[src/rtl/barcode_reader.sv]
// Serial barcode station-ID reader: measures the start-bit low time, then samples each
// data bit at that same delay after its falling edge to decode an 8-bit ID.
//
// state       | meaning
// IDLE        | waiting for a start-bit falling edge
// START_LOW   | timing the start-bit low phase
// WAIT_FALL   | waiting for the falling edge that begins the next data bit
// SAMPLE_WAIT | counting up to the captured start-bit time, then sampling
module barcode_reader #(
    parameter int TMR_W = 22
) (
    input  logic       clk,
    input  logic       rst,
    input  logic       BC,
    input  logic       clr_ID_vld,
    output logic [7:0] ID,
    output logic       ID_vld
);

    typedef enum logic [1:0] {
        IDLE        = 2'd0,
        START_LOW   = 2'd1,
        WAIT_FALL   = 2'd2,
        SAMPLE_WAIT = 2'd3
    } state_t;

    state_t           r_state;
    state_t           w_state_nxt;
    logic             r_bc_ff1;
    logic             r_bc_s;
    logic             r_bc_q;
    logic [TMR_W-1:0] r_timer;
    logic [TMR_W-1:0] w_timer_nxt;
    logic [TMR_W-1:0] r_cap;
    logic [TMR_W-1:0] w_cap_nxt;
    logic [7:0]       r_shift;
    logic [7:0]       w_shift_nxt;
    logic [3:0]       r_bit_cnt;
    logic [3:0]       w_bit_cnt_nxt;
    logic             r_done;
    logic             w_done_nxt;
    logic [7:0]       r_id;
    logic             r_id_vld;
    logic             w_fall;
    logic             w_rise;
    logic             w_tmr_max;

    // Sync flops idle high so reset release never looks like a falling edge.
    always_ff @(posedge clk or posedge rst) begin
        if (rst) begin
            r_bc_ff1 <= 1'b1;
            r_bc_s   <= 1'b1;
            r_bc_q   <= 1'b1;
        end else begin
            r_bc_ff1 <= BC;
            r_bc_s   <= r_bc_ff1;
            r_bc_q   <= r_bc_s;
        end
    end

    assign w_fall    = r_bc_q & ~r_bc_s;
    assign w_rise    = ~r_bc_q & r_bc_s;
    assign w_tmr_max = &r_timer;

    always_ff @(posedge clk or posedge rst) begin
        if (rst) begin
            r_state   <= IDLE;
            r_timer   <= '0;
            r_cap     <= '0;
            r_shift   <= 8'h00;
            r_bit_cnt <= 4'd0;
            r_done    <= 1'b0;
        end else begin
            r_state   <= w_state_nxt;
            r_timer   <= w_timer_nxt;
            r_cap     <= w_cap_nxt;
            r_shift   <= w_shift_nxt;
            r_bit_cnt <= w_bit_cnt_nxt;
            r_done    <= w_done_nxt;
        end
    end

    always_comb begin
        w_state_nxt   = r_state;
        w_timer_nxt   = r_timer;
        w_cap_nxt     = r_cap;
        w_shift_nxt   = r_shift;
        w_bit_cnt_nxt = r_bit_cnt;
        w_done_nxt    = 1'b0;
        case (r_state)
            IDLE: begin
                if (w_fall) begin
                    w_state_nxt   = START_LOW;
                    w_timer_nxt   = '0;
                    w_bit_cnt_nxt = 4'd0;
                end
            end
            START_LOW: begin
                if (w_tmr_max) begin
                    w_state_nxt = IDLE;
                end else if (w_rise) begin
                    w_cap_nxt   = r_timer;
                    w_timer_nxt = '0;
                    // A zero-length start bit gives no usable sample delay.
                    w_state_nxt = (r_timer == '0) ? IDLE : WAIT_FALL;
                end else begin
                    w_timer_nxt = r_timer + 1'b1;
                end
            end
            WAIT_FALL: begin
                if (w_tmr_max) begin
                    w_state_nxt = IDLE;
                end else if (w_fall) begin
                    w_timer_nxt = '0;
                    w_state_nxt = SAMPLE_WAIT;
                end else begin
                    w_timer_nxt = r_timer + 1'b1;
                end
            end
            SAMPLE_WAIT: begin
                w_timer_nxt = r_timer + 1'b1;
                if (w_tmr_max) begin
                    w_state_nxt = IDLE;
                end else if (r_timer == r_cap) begin
                    w_shift_nxt   = {r_shift[6:0], r_bc_s};
                    w_bit_cnt_nxt = r_bit_cnt + 4'd1;
                    if (r_bit_cnt == 4'd7) begin
                        w_state_nxt = IDLE;
                        w_done_nxt  = 1'b1;
                    end else begin
                        w_state_nxt = WAIT_FALL;
                    end
                end
            end
            default: w_state_nxt = IDLE;
        endcase
    end

    // A completed frame takes priority over a coincident clear request.
    always_ff @(posedge clk or posedge rst) begin
        if (rst) begin
            r_id     <= 8'h00;
            r_id_vld <= 1'b0;
        end else if (r_done && (r_shift[7:6] == 2'b00)) begin
            r_id     <= r_shift;
            r_id_vld <= 1'b1;
        end else if (clr_ID_vld) begin
            r_id_vld <= 1'b0;
        end
    end

    assign ID     = r_id;
    assign ID_vld = r_id_vld;

endmodule

[config.mk]
export PLATFORM = sky130hd
export DESIGN_NAME = barcode_reader
export DESIGN_NICKNAME = d
export VERILOG_FILES = /design/src/rtl/barcode_reader.sv
export SDC_FILE = /design/constraint.sdc
export NUM_CORES = 1
export LEC_CHECK = 0
export ABC_AREA = 1
export CAP_MARGIN = 30
export CORE_UTILIZATION = 39
export DETAILED_ROUTE_END_ITERATION = 8
export SYNTH_ARGS = -nofsm -noshare
export SYNTH_HDL_FRONTEND = slang
export SYNTH_SLANG_ARGS = --single-unit
[constraint.sdc]
create_clock -name clk -period 4 [get_ports clk]
set_input_delay 1 -clock clk [delete_from_list [all_inputs] [get_ports clk]]
set_output_delay 1 -clock clk [all_outputs]
set_load 0.1 [all_outputs]
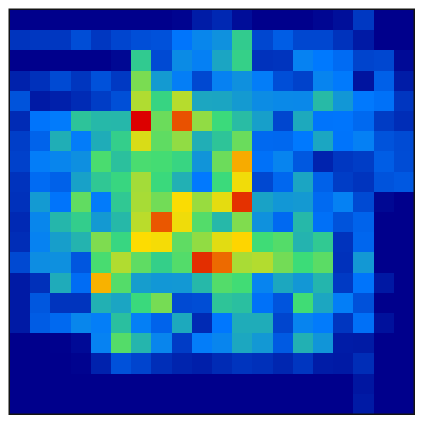
Figure 1: signal metal coverage by tile.
Drawn at 4 px/um. 20 x 20 tiles, from dark blue (low) to red (high), scaled to the fullest tile. Values are wire area over tile area, all layers added.
fullest tile: 0.52
tiles over half the peak: 14%
nearly empty tiles: 21%
mean over tiles: 0.13
emptiest ninth of the die: lower right
densest ninth of the die: center

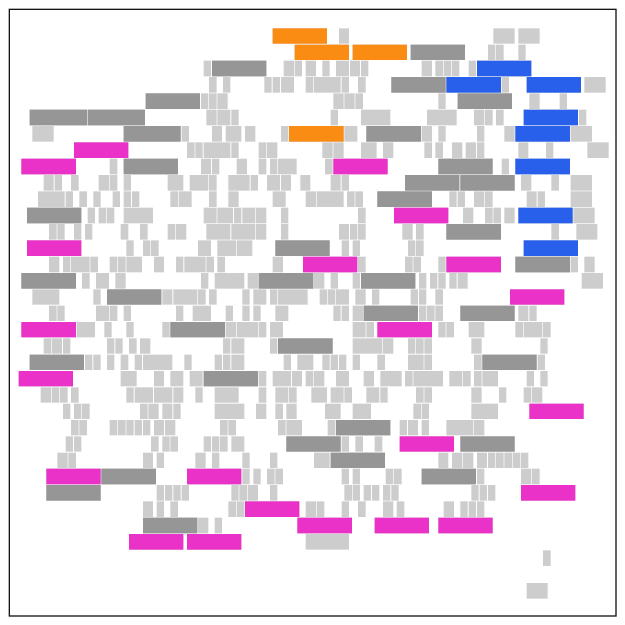
Figure 2: sequential cells colored by netlist name.
Drawn at 6 px/um.
[magenta] r_cap | sequential cells: 22
[blue] ID | sequential cells: 8 | where: upper right
[orange] r_bit_cnt | sequential cells: 4 | where: top center

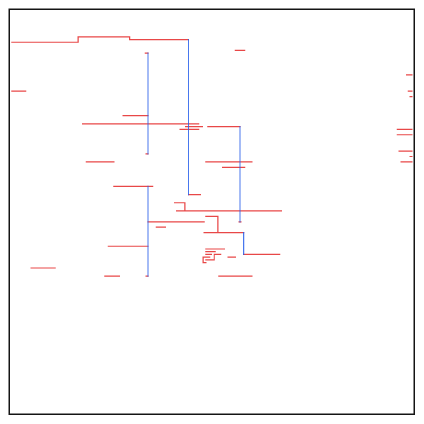
Figure 3: metal layers overlaid.
Drawn at 4 px/um. Only two layers are drawn.
[blue] M4 | wire length: 116 um
[red] M3 | wire length: 278 um

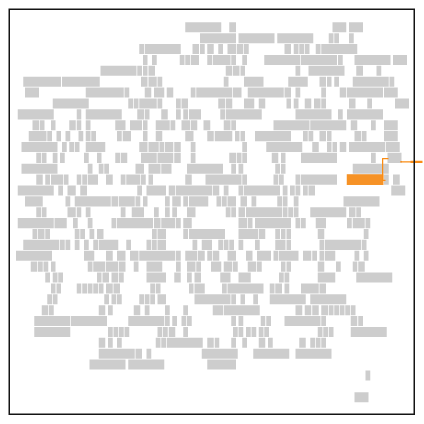
Figure 4: port wiring.
Drawn at 4 px/um.
[orange] ID_vld | direction: output | edge: right | end cells: 1 | buffers: 1 | wire: 10.4 um
Ports: 13
Buffers on Ports: 12

==> CHANGELOG.md <==
### Physical design

* Post-DR vias/cell at 4.98
* Number of distinct library cells after synthesis at 38
* Initial DRT Pass Iterations at 4
* Max cap viols at 0
* Clock root buffer: clkbuf_8
* Met3 WL at 277 um
* Endpoint type of the worst setup path: primary output
* Fmax at 352 MHz
* Worst setup endpoint: ID[1]
* DRC at 0
* HP Class: flop to flop
* Simple share at 31.9%
* Fraction of registers with async set/reset at 100%
* Critical Path Slowest Stage Cell: clkdlybuf4s50_1
* First-pass GRT wire length at 14.4 mm
* CTS hold repair buffers at 0
* Relative slew slack at between 30 and 40%
* Non-clk invs at around 72
* Fraction of area in registers at 42.0%
* Top fanout value on the critical path at 2
* Worst reg2reg endpoint: r_timer[6]
* Netlist Area Pre-Place at ~0.0038 sq mm
* Post-DRT Antenna Nets at 0
* Crit path from: ID[1]
* GPL Wtd Cong at 0.835
* Clock-pin transition on the worst setup and hold timing paths at 0.09 ns
* Layout clock buffers at 9
* Placed insts at 641
* Overflow after GRT at 0
* Nets@finish at 530
* CP required at 3.00 ns
* Final non-clock buffer share at 3.30%
* Htree depth at 3
* Ys flops at 71
* CP cell instances: clkdlybuf4s50_1
* Final setup violation count at 0
* Metal-1 WL at 4.07 mm
* Syn Area/Cell at between 7 and 8 sq um
* Post-layout period usage at 71.0%
* HP Start: r_bc_ff1
* Fill cells at 966
* Multi-In Gates at 356
* Number of gates resized after CTS at 0
* Die area at 0.0102 sq mm
* Dominant class by area: flip-flops and latches
* Non-clk bufs at 13
* Fraction of the mapped netlist area in adder cells at 0.984%
* Status: finished, final reports clean
* Slew @ Worst Pin at 1.00 ns
* Tool warnings at 27
* # diodes at 0
[metrics by stage]
stage               utilization, %  setup slack (ns)  power, mW  area (sq um)
global route                  45.3              1.08       2.06          4240
CTS                           45.3              1.14       1.94          4240
finish                        45.3              1.16       1.91          4240
floorplan                        -              1.21       1.26          3810
global placement              43.3              1.55       1.37          4060
detailed placement            43.3              1.54       1.38          4060
[cells in the mapped netlist, drive strengths merged (4+ instances only)]
cell type,n,area (sq um)
a22oi,5,37.5
buf,8,53.8
dfrtp,68,1700
inv,71,267
nand2,166,643
nand3,32,175
nand4,17,113
nor2,51,206
nor3,6,35.0
o211ai,5,42.5
o21ai,52,264
xor2,4,35.0
[power by group]
part,internal (mW),switching (mW)
combinational,0.147,0.375
sequential,0.782,0.0565
clock,0.238,0.315
Power and IR drop assume default switching activity.
